File: src/rtl/uart_tx.sv
// uart_tx: serial UART transmitter. Each byte is sent as a start bit (0),
// DATA_WIDTH data bits LSB first, an odd parity bit and a stop bit (1).
// One shift register carries the frame on the line; one holding register
// lets the next byte wait so frames can run back-to-back with no idle gap.
module uart_tx #(
  parameter int DATA_WIDTH   = 8,
  parameter int CLKS_PER_BIT = 1
) (
  input  logic                  clk,
  input  logic                  reset_n,
  input  logic [DATA_WIDTH-1:0] in_byte,
  input  logic                  in_valid,
  output logic                  in_ready,
  output logic                  txd,
  output logic                  busy,
  output logic                  done
);

  localparam int BAUD_W = (CLKS_PER_BIT > 1) ? $clog2(CLKS_PER_BIT) : 1;
  localparam int BIT_W  = (DATA_WIDTH > 1) ? $clog2(DATA_WIDTH) : 1;
  localparam logic [BAUD_W-1:0] BAUD_LAST = BAUD_W'(CLKS_PER_BIT - 1);
  localparam logic [BIT_W-1:0]  BIT_LAST  = BIT_W'(DATA_WIDTH - 1);

  typedef enum logic [2:0] {
    S_IDLE,
    S_START,
    S_DATA,
    S_PARITY,
    S_STOP
  } state_t;

  state_t                state_q, state_d;
  logic [BAUD_W-1:0]     baud_q, baud_d;
  logic [BIT_W-1:0]      bit_q, bit_d;
  logic [DATA_WIDTH-1:0] shift_q, shift_d;
  logic                  parity_q, parity_d;
  logic [DATA_WIDTH-1:0] hold_q, hold_d;
  logic                  hold_full_q, hold_full_d;
  logic                  txd_q, txd_d;

  logic accept;
  logic baud_end;

  // Odd parity: the parity bit makes the total count of ones odd.
  function automatic logic odd_parity(input logic [DATA_WIDTH-1:0] b);
    return ~^b;
  endfunction

  assign accept   = in_valid && !hold_full_q;
  assign baud_end = (baud_q == BAUD_LAST);

  // Next-state, counters, buffering and the registered line level.
  always_comb begin
    state_d     = state_q;
    baud_d      = baud_q;
    bit_d       = bit_q;
    shift_d     = shift_q;
    parity_d    = parity_q;
    hold_d      = hold_q;
    hold_full_d = hold_full_q;
    txd_d       = 1'b1;

    // While a frame is on the line, an accepted byte waits in the holding
    // register (the final stop cycle below may route it straight through).
    if (accept && (state_q != S_IDLE)) begin
      hold_d      = in_byte;
      hold_full_d = 1'b1;
    end

    case (state_q)
      S_IDLE: begin
        baud_d = '0;
        bit_d  = '0;
        if (accept) begin
          shift_d  = in_byte;
          parity_d = odd_parity(in_byte);
          state_d  = S_START;
        end
      end
      S_START: begin
        if (baud_end) begin
          baud_d  = '0;
          state_d = S_DATA;
        end else begin
          baud_d = baud_q + BAUD_W'(1);
        end
      end
      S_DATA: begin
        if (baud_end) begin
          baud_d  = '0;
          shift_d = shift_q >> 1;
          if (bit_q == BIT_LAST) begin
            bit_d   = '0;
            state_d = S_PARITY;
          end else begin
            bit_d = bit_q + BIT_W'(1);
          end
        end else begin
          baud_d = baud_q + BAUD_W'(1);
        end
      end
      S_PARITY: begin
        if (baud_end) begin
          baud_d  = '0;
          state_d = S_STOP;
        end else begin
          baud_d = baud_q + BAUD_W'(1);
        end
      end
      S_STOP: begin
        if (baud_end) begin
          baud_d = '0;
          if (hold_full_q) begin
            // Pending byte starts immediately: zero idle gap.
            shift_d     = hold_q;
            parity_d    = odd_parity(hold_q);
            hold_full_d = 1'b0;
            state_d     = S_START;
          end else if (accept) begin
            // Byte offered in the last stop cycle bypasses the holding register.
            shift_d     = in_byte;
            parity_d    = odd_parity(in_byte);
            hold_full_d = 1'b0;
            state_d     = S_START;
          end else begin
            state_d = S_IDLE;
          end
        end else begin
          baud_d = baud_q + BAUD_W'(1);
        end
      end
      default: begin
        state_d = S_IDLE;
      end
    endcase

    // txd is registered, so it is derived from where the FSM is heading.
    case (state_d)
      S_START:  txd_d = 1'b0;
      S_DATA:   txd_d = shift_d[0];
      S_PARITY: txd_d = parity_d;
      default:  txd_d = 1'b1;
    endcase
  end

  // Control state with asynchronous reset; an in-flight frame is abandoned.
  always_ff @(posedge clk or negedge reset_n) begin
    if (!reset_n) begin
      state_q     <= S_IDLE;
      baud_q      <= '0;
      bit_q       <= '0;
      hold_full_q <= 1'b0;
      txd_q       <= 1'b1;
    end else begin
      state_q     <= state_d;
      baud_q      <= baud_d;
      bit_q       <= bit_d;
      hold_full_q <= hold_full_d;
      txd_q       <= txd_d;
    end
  end

  // Data registers; only meaningful while qualified by the control state.
  always_ff @(posedge clk) begin
    shift_q  <= shift_d;
    parity_q <= parity_d;
    hold_q   <= hold_d;
  end

  assign txd      = txd_q;
  assign busy     = (state_q != S_IDLE);
  assign done     = (state_q == S_STOP) && baud_end;
  assign in_ready = !hold_full_q;

endmodule
File: config.mk
export PLATFORM = sky130hd
export DESIGN_NAME = uart_tx
export DESIGN_NICKNAME = d
export VERILOG_FILES = /design/src/rtl/uart_tx.sv
export SDC_FILE = /design/constraint.sdc
export NUM_CORES = 1
export LEC_CHECK = 0
export CELL_PAD_IN_SITES_DETAIL_PLACEMENT = 1
export CELL_PAD_IN_SITES_GLOBAL_PLACEMENT = 2
export CORE_ASPECT_RATIO = 1.25
export CORE_MARGIN = 8
export CORE_UTILIZATION = 36
export DETAILED_ROUTE_END_ITERATION = 10
export MAX_ROUTING_LAYER = met4
export PLACE_DENSITY_LB_ADDON = 0.1
export SETUP_SLACK_MARGIN = 0.1
export SLEW_MARGIN = 20
export SYNTH_ARGS = -nofsm -noshare
export SYNTH_HDL_FRONTEND = slang
export SYNTH_SLANG_ARGS = --single-unit
export TNS_END_PERCENT = 5
File: constraint.sdc
create_clock -name clk -period 1.75 [get_ports clk]
set_input_delay 0.4375 -clock clk [delete_from_list [all_inputs] [get_ports clk]]
set_output_delay 0.4375 -clock clk [all_outputs]
set_load 0.01 [all_outputs]
util_map.png
7 x 8 tiles, from white (low) to dark blue (high), 0 to 100% covered.
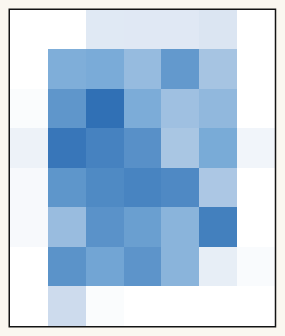
fullest tile	74%
emptiest ninth of the die	bottom right
mean over tiles	30%
nearly empty tiles	25%
Initial Util: 36.5%
final core utilization: 49.3%

placed.png
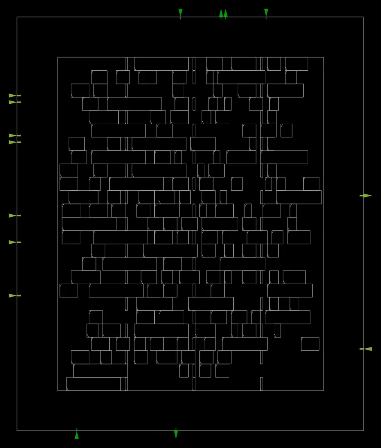
Seq/total area: 38.1%
fillcell total: 427
Rows: 25
Placeable Area: 3690 um^2
FFs & Latches: 25

==> impl_metrics.toml <==
# physical design summary
[cts]
clkTransAtPathRegs_ns = 0.09
numCtsBuffers = 3
cts_hold_buf = 0
clock_sinks = 25
cts-root-buf = "clkbuf_8"
cts_tree = "done"
h-tree-depth = 1

[placed_design]
portBuffers = 14
dp_cells = 195
gp_congestion = 0.817
dpl_cell_area_um2 = 1700

[synthesis]
synth.distinct_cells = 33
syn_inst = 122
async_reset_ff_share_pct = 32.0
ys_chip_area_um2 = 1350
syn_nets = 135
seq_area_frac_synth_pct = 51.4
ff_type = "edfxtp_1"
top_cells_by_count = "edfxtp_1, xnor2_1, nor2_1"
netlist_area_um2 = 1350
yosys-stat-cells = 122
area_leaders = "edfxtp_1, dfrtp_1, xnor2_1"
edf_count = 15
synth_flop_count = 25
syn_area_per_cell_um2 = 11.0

[routing]
wl_per_cell_um = 17.7
drc = 0
routed_wl_um = 3550
ant_nets = 0
drt_iter0_markers = 78
via_per_inst = 5.45
vias = 1096
drtPass1Iterations = 4

[worst_setup_path]
cp_slowest_cell = "dfrtp_1"
end_kind = "primary output"
worstPathMaxFanout = 4
cpPeakStageDelay_ns = 0.42
worstPathRequired_ns = 1.31
critical_path_class = "reg2out"
path_delay_family = "flip-flops"
path_cells = "or3_4, buf_6"
path_buffers = 1

[final_timing]
fin_skew_ns = 0.00161
slew_headroom_pct = 73.3
setup_tns_ns = 0
final-hold-violation-count = 0
rsz0062_at_grt = "yes"
tightest_slew_ns = 0.399
fin_crit_ns = 1.66
slew_violations = 0
fmax_ghz = 0.601
finalClockPeriodUsage_pct = 95.1

[final_layout]
diodes = 0
instances_no_fill = 201
area_growth_pct = 35.2
fin_area_um2 = 1820
drive_gt1_share_pct = 28.6
num-nets-final = 175

[flow_run]
cap_violations = 0
warnings = 28

[die]
die_width_um = 70.7
die_y_um = 84.4
io_pins = 15

[run_status]
status = "finished clean"

[grt]
grt_pass1_wl_um = 5890
grt-ovfl-total = 0
antenna_found_initial = 0
track_usage_pct = 12.8

[worst_hold_path]
hold_class = "in2async"

[power]
p_leak_nw = 0.725
power.total_mw = 2.50
ir_drop_uv = 568
==> layer usage <==
layer | up-vias | part of all wire (%) | global-route usage (%)
met4 | 0 | 1.4 | 4.55
met5 | - | 0 | -
li1 | 523 | - | -
met2 | 14 | 55 | 22.8
met1 | 554 | 42 | 13.9
met3 | 5 | 1.6 | 1.91
==> stage by stage <==
stage	setup WS [ns]	hold WS (ns)
2_1_floorplan	0.200	0.142
3_3_place_gp	-0.258	0.477
3_5_place_dp	-0.279	0.498
4_1_cts	0.0567	0.465
5_1_grt	0.0494	0.484
6_report	0.0855	0.448
==> logic make-up (layout without fill, tap and decap cells) <==
family	Yosys count	in the layout	share of synthesized area (%)
xor gates and xnor gates	15	15	9.76
adders and majority gates	2	2	1.86
buffers and inverters	8	47	2.97
and+or+nand+nor	31	31	11.8
muxes	8	8	6.04
DFF	25	25	51.4
AOI/OAI and AO/OA	33	33	16.2
==> state kept, by name, summed over array words and instances (netlist names) <==
name         flops
bit_q            3
hold_full_q      1
hold_q           8
parity_q         1
shift_q          8
state_q          3
txd              1
==> timing repair <==
item / CTS / global route
endpoints found under the setup margin: 19 / 16
pin swaps: 2 / 1
setup buffers: 2 / 0
gates resized: 17 / 8
==> cells in the final DEF (no fill, tap or decap), drive strengths merged, types with 2 or more instances in the layout <==
master	netlist	layout
dfrtp	7	7
nor2b	5	5
mux2i	7	7
inv	2	2
a22oi	6	6
ha	2	2
nand2	5	5
o21ai	7	7
a21oi	5	5
nor2	10	10
dlygate4sd2	0	2
edfxtp	15	15
clkbuf	3	4
o22ai	6	6
nand2b	3	3
buf	3	29
xnor2	15	15
dfxtp	2	2
a211oi	3	3
clkdlybuf4s50	0	10
and2	4	4
==> final cells by class <==
class | instances | area (um^2)
fillers | 427 | 1870
flip-flops and latches | 25 | 693
multi-input cells | 89 | 672
repair buffers | 41 | 353
well taps | 40 | 50.0
clock buffers | 4 | 45.0
inverters | 2 | 7.51
==> worst paths after layout <==
check / from / end / slack [ns] / cells past startpoint
max reg2reg: state_q[0] / txd / 0.16 / 7
max in group asynchronous: reset_n / txd / 0.99 / 1
max: state_q[2] / busy / 0.09 / 2
min reg2reg: bit_q[0] / bit_q[0] / 0.50 / 1
min: reset_n / state_q[1] / 0.45 / 1
min in group clk: bit_q[0] / bit_q[0] / 0.50 / 1
==> worst register-to-register path: stages, from the launching register on <==
cell,delay (ns)
dfrtp_1,0.41
buf_4,0.15
buf_6,0.13
nor2b_1,0.05
a22o_1,0.19
a221o_1,0.29
o32ai_2,0.25
a21oi_1,0.06
==> power breakdown <==
| group | switching, mW | internal (mW) |
|---|---|---|
| sequential | 0.0995 | 0.839 |
| combinational | 0.596 | 0.613 |
| clock | 0.191 | 0.163 |
| total | 0.887 | 1.62 |
No activity file was given, so power comes from the tool's default toggle rates.
